### Routed metal per tile

The bar under the picture is 20 um long. 14 x 14 tiles, from black (low) to pale yellow (high), scaled to the fullest tile. Values are wire area over tile area, all layers added.
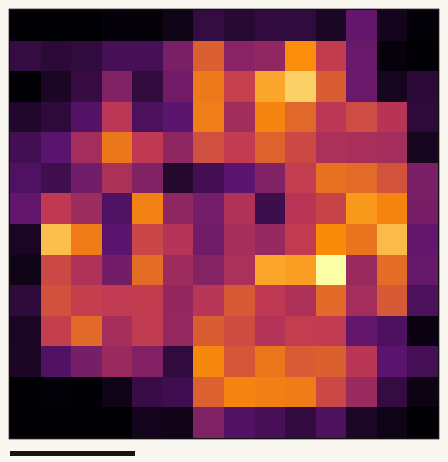
### Cell classes on the final placement

Fill, decap, tap and diode cells in grey.
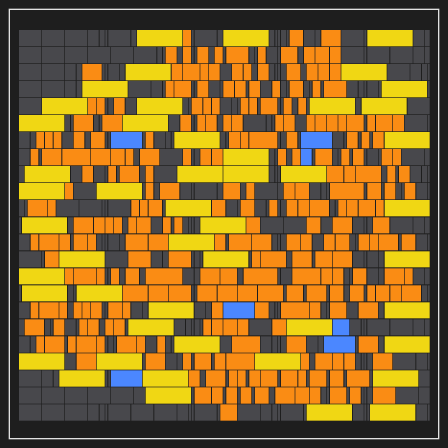
File: src/rtl/game_state_core.sv
// Game state sequencer: command decoder, one-second countdown timer, stage/lives/score bookkeeping.
// Define GAME_STATE_LIFE_BONUS_EN to award 10 points per remaining life on stage clear.
module game_state_core #(
    parameter int CLK_HZ    = 1000000,
    parameter int READY_SEC = 3,
    parameter int PLAY_SEC  = 30
) (
    input  logic       clk_1mhz,
    input  logic       rst,
    input  logic [3:0] flag,
    input  logic       trig,
    output logic       done,
    output logic       sec_posedge,
    output logic       timer_running,
    output logic [6:0] timer,
    output logic [2:0] state,
    output logic [1:0] stage,
    output logic [1:0] lives,
    output logic [9:0] score
);
    typedef enum logic [2:0] {
        ST_READY = 3'd1,
        ST_PLAY  = 3'd2,
        ST_OVER  = 3'd3,
        ST_SCLR  = 3'd4,
        ST_GCLR  = 3'd5
    } state_t;

    localparam logic [3:0] CMD_SCORE = 4'b0001;
    localparam logic [3:0] CMD_LIFE  = 4'b0010;
    localparam logic [3:0] CMD_START = 4'b0101;
    localparam logic [3:0] CMD_PLAY  = 4'b1010;
    localparam logic [3:0] CMD_SCLR  = 4'b1100;
    localparam logic [3:0] CMD_GCLR  = 4'b1110;
    localparam logic [3:0] CMD_OVER  = 4'b1101;
    localparam logic [3:0] CMD_READY = 4'b1000;

    localparam int PW = (CLK_HZ > 1) ? $clog2(CLK_HZ) : 1;
    localparam logic [PW-1:0] PRESC_MAX = PW'(CLK_HZ - 1);
    localparam logic [9:0] SCORE_MAX = 10'd999;

    state_t        state_reg, state_next;
    logic [1:0]    stage_reg, stage_next;
    logic [1:0]    lives_reg, lives_next;
    logic [9:0]    score_reg, score_next;
    logic [6:0]    timer_reg, timer_next;
    logic          running_reg, running_next;
    logic          done_reg, done_next;
    logic          pulse_reg, pulse_next;
    logic          trig_prev_reg, trig_prev_next;
    logic [PW-1:0] presc_reg, presc_next;

    logic cmd_fire;
    logic tick;
    logic tick_override;

    assign cmd_fire = trig & ~trig_prev_reg;
    assign tick     = running_reg && (presc_reg == PRESC_MAX);

`ifdef GAME_STATE_LIFE_BONUS_EN
    logic [10:0] bonus_sum;
    assign bonus_sum = {1'b0, score_reg} + (11'(lives_reg) * 11'd10);
`endif

    always_ff @(posedge clk_1mhz) begin
        if (rst) begin
            state_reg     <= ST_READY;
            stage_reg     <= 2'd1;
            lives_reg     <= 2'd3;
            score_reg     <= '0;
            timer_reg     <= 7'(READY_SEC);
            running_reg   <= 1'b0;
            done_reg      <= 1'b0;
            pulse_reg     <= 1'b0;
            trig_prev_reg <= 1'b0;
            presc_reg     <= '0;
        end else begin
            state_reg     <= state_next;
            stage_reg     <= stage_next;
            lives_reg     <= lives_next;
            score_reg     <= score_next;
            timer_reg     <= timer_next;
            running_reg   <= running_next;
            done_reg      <= done_next;
            pulse_reg     <= pulse_next;
            trig_prev_reg <= trig_prev_next;
            presc_reg     <= presc_next;
        end
    end

    always_comb begin
        state_next     = state_reg;
        stage_next     = stage_reg;
        lives_next     = lives_reg;
        score_next     = score_reg;
        timer_next     = timer_reg;
        running_next   = running_reg;
        pulse_next     = 1'b0;
        trig_prev_next = trig;
        done_next      = trig & (done_reg | cmd_fire);
        presc_next     = running_reg ? (tick ? '0 : presc_reg + 1'b1) : '0;
        tick_override  = 1'b0;

        // Timer loads/starts restart the prescaler and swallow a coincident tick.
        if (cmd_fire) begin
            case (flag)
                CMD_SCORE: if (state_reg == ST_PLAY)
                    score_next = (score_reg >= SCORE_MAX) ? SCORE_MAX : score_reg + 10'd1;
                CMD_LIFE: if (state_reg == ST_PLAY)
                    lives_next = (lives_reg == 2'd0) ? 2'd0 : lives_reg - 2'd1;
                CMD_START: if (state_reg == ST_READY && timer_reg != 7'd0) begin
                    running_next  = 1'b1;
                    presc_next    = '0;
                    tick_override = 1'b1;
                end
                CMD_PLAY: if (state_reg == ST_READY) begin
                    state_next    = ST_PLAY;
                    timer_next    = 7'(PLAY_SEC);
                    running_next  = 1'b1;
                    presc_next    = '0;
                    tick_override = 1'b1;
                end
                CMD_SCLR: if (state_reg == ST_PLAY) begin
                    state_next    = ST_SCLR;
                    running_next  = 1'b0;
                    tick_override = 1'b1;
`ifdef GAME_STATE_LIFE_BONUS_EN
                    score_next = (bonus_sum > 11'(SCORE_MAX)) ? SCORE_MAX : bonus_sum[9:0];
`endif
                end
                CMD_GCLR: if (state_reg == ST_PLAY) begin
                    state_next    = ST_GCLR;
                    running_next  = 1'b0;
                    tick_override = 1'b1;
                end
                CMD_OVER: if (state_reg == ST_PLAY) begin
                    state_next    = ST_OVER;
                    running_next  = 1'b0;
                    tick_override = 1'b1;
                end
                CMD_READY: if (state_reg == ST_OVER || state_reg == ST_SCLR || state_reg == ST_GCLR) begin
                    if (state_reg == ST_SCLR) begin
                        stage_next = (stage_reg == 2'd3) ? 2'd3 : stage_reg + 2'd1;
                    end else begin
                        stage_next = 2'd1;
                        lives_next = 2'd3;
                        score_next = '0;
                    end
                    state_next    = ST_READY;
                    timer_next    = 7'(READY_SEC);
                    running_next  = 1'b0;
                    presc_next    = '0;
                    tick_override = 1'b1;
                end
                default: ;
            endcase
        end

        if (tick && !tick_override) begin
            timer_next = timer_reg - 7'd1;
            pulse_next = 1'b1;
            if (timer_reg == 7'd1) running_next = 1'b0;
        end
    end

    assign done          = done_reg;
    assign sec_posedge   = pulse_reg;
    assign timer_running = running_reg;
    assign timer         = timer_reg;
    assign state         = state_reg;
    assign stage         = stage_reg;
    assign lives         = lives_reg;
    assign score         = score_reg;
endmodule
File: config.mk
export PLATFORM = sky130hd
export DESIGN_NAME = game_state_core
export DESIGN_NICKNAME = d
export VERILOG_FILES = /design/src/rtl/game_state_core.sv
export SDC_FILE = /design/constraint.sdc
export NUM_CORES = 1
export LEC_CHECK = 0
export CAP_MARGIN = 15
export CORE_MARGIN = 1
export CORE_UTILIZATION = 60
export DETAILED_ROUTE_END_ITERATION = 16
export DONT_BUFFER_PORTS = 1
export PLACE_DENSITY_LB_ADDON = 0.25
export SLEW_MARGIN = 15
export SYNTH_ARGS = -nofsm -noshare
export SYNTH_HDL_FRONTEND = slang
export SYNTH_SLANG_ARGS = --single-unit
File: constraint.sdc
create_clock -name clk_1mhz -period 4.24 [get_ports clk_1mhz]
set_input_delay 0.848 -clock clk_1mhz [delete_from_list [all_inputs] [get_ports clk_1mhz]]
set_output_delay 0.848 -clock clk_1mhz [all_outputs]
set_load 0.02 [all_outputs]
==> flow_metrics.rpt <==
=== SYNTHESIS / PLACE & ROUTE SUMMARY ===
----------------------------------------------------
[Timing]
  Setup violators final ........................ 0

[Finish]
  Most instantiated logic cell after routing ........................ sky130_fd_sc_hd__dfxtp_1
  Area added between synthesis and finish ........................ 3.310%
  Number of ordinary and repair buffers in the finished layout ........................ 0
  Number of multi-input combinational cells in the layout ........................ ~250
  Count of inverters other than clock inverters in the layout ........................ 12
  Number of flip-flops in the largest register ........................ 20

[Clocking]
  H-tree levels ........................ 2
  Post-CTS clock slew at the launch and capture registers of the worst setup and hold paths ........................ around 80 ps
  Clk sinks ........................ 48
  CTS tree ........................ yes
  Hold bufs inserted after CTS ........................ 0

[Worst hold path]
  Path class of the lowest-slack min-delay path ........................ flop to flop

[Detailed routing]
  Met2 Routed Length ........................ 2518 um
  Met1 Routed Length ........................ 2435 um

[Synth]
  FFs w/ async S/R, synth ........................ 0
  Post-synth top area cell ........................ sky130_fd_sc_hd__dfxtp_1
  Post-synthesis mux area share ........................ 0
  Sequential area share after synthesis ........................ 0.3631
  Area figure in the yosys stat output ........................ 2646 um2
  Dominant register cell ........................ sky130_fd_sc_hd__dfxtp_1
  Adder-cell share of the synthesized area ........................ 0.01891
  Synthesized netlist cell count ........................ roughly 330
  Largest family of logic cells by area ........................ simple AND/OR/NAND/NOR gates
  Yosys aoi share ........................ 0.1920

[Global routing]
  Global-route track usage on met2 ........................ 0.4069
  Global-route track usage on met3 ........................ 0.07500
  Vias in the first global route ........................ 2021
  Global-route wire length before repair ........................ about 8600 um

[Power and ir drop]
  Power spent charging and discharging nets ........................ 165.4 uW
  Share of total power in sequential cells ........................ 0.617
  Power dissipated in the clock network ........................ 257 uW

[Setup path]
  Path length in cells of the critical path ........................ 7
  WP buf/inv ........................ 1
  List of cells traversed by the critical path ........................ inv_1 > ha_1 > or3b_1 > o211ai_2 > a21oi_1 > or4b_1 > nor2_1
  Maximum fanout along the worst path ........................ 20

[Place]
  Final GP Congestion ........................ 0.8316

[Status]
  Run status ........................ complete, no violations

----------------------------------------------------
-- 'Routed metal per tile' (at the start) --
tiles over half the peak = 33%
nearly empty tiles = 8.7%
fullest tile = 0.50
densest ninth of the die = right middle

-- 'Cell classes on the final placement' (at the start) --
blue -> clock drivers and dummy loads  # cells 7, share of their area 3.0%
yellow -> registers  # cells 48, share of their area 36%
orange -> remaining logic cells  # cells 266, share of their area 61%

Power and IR drop assume default switching activity.
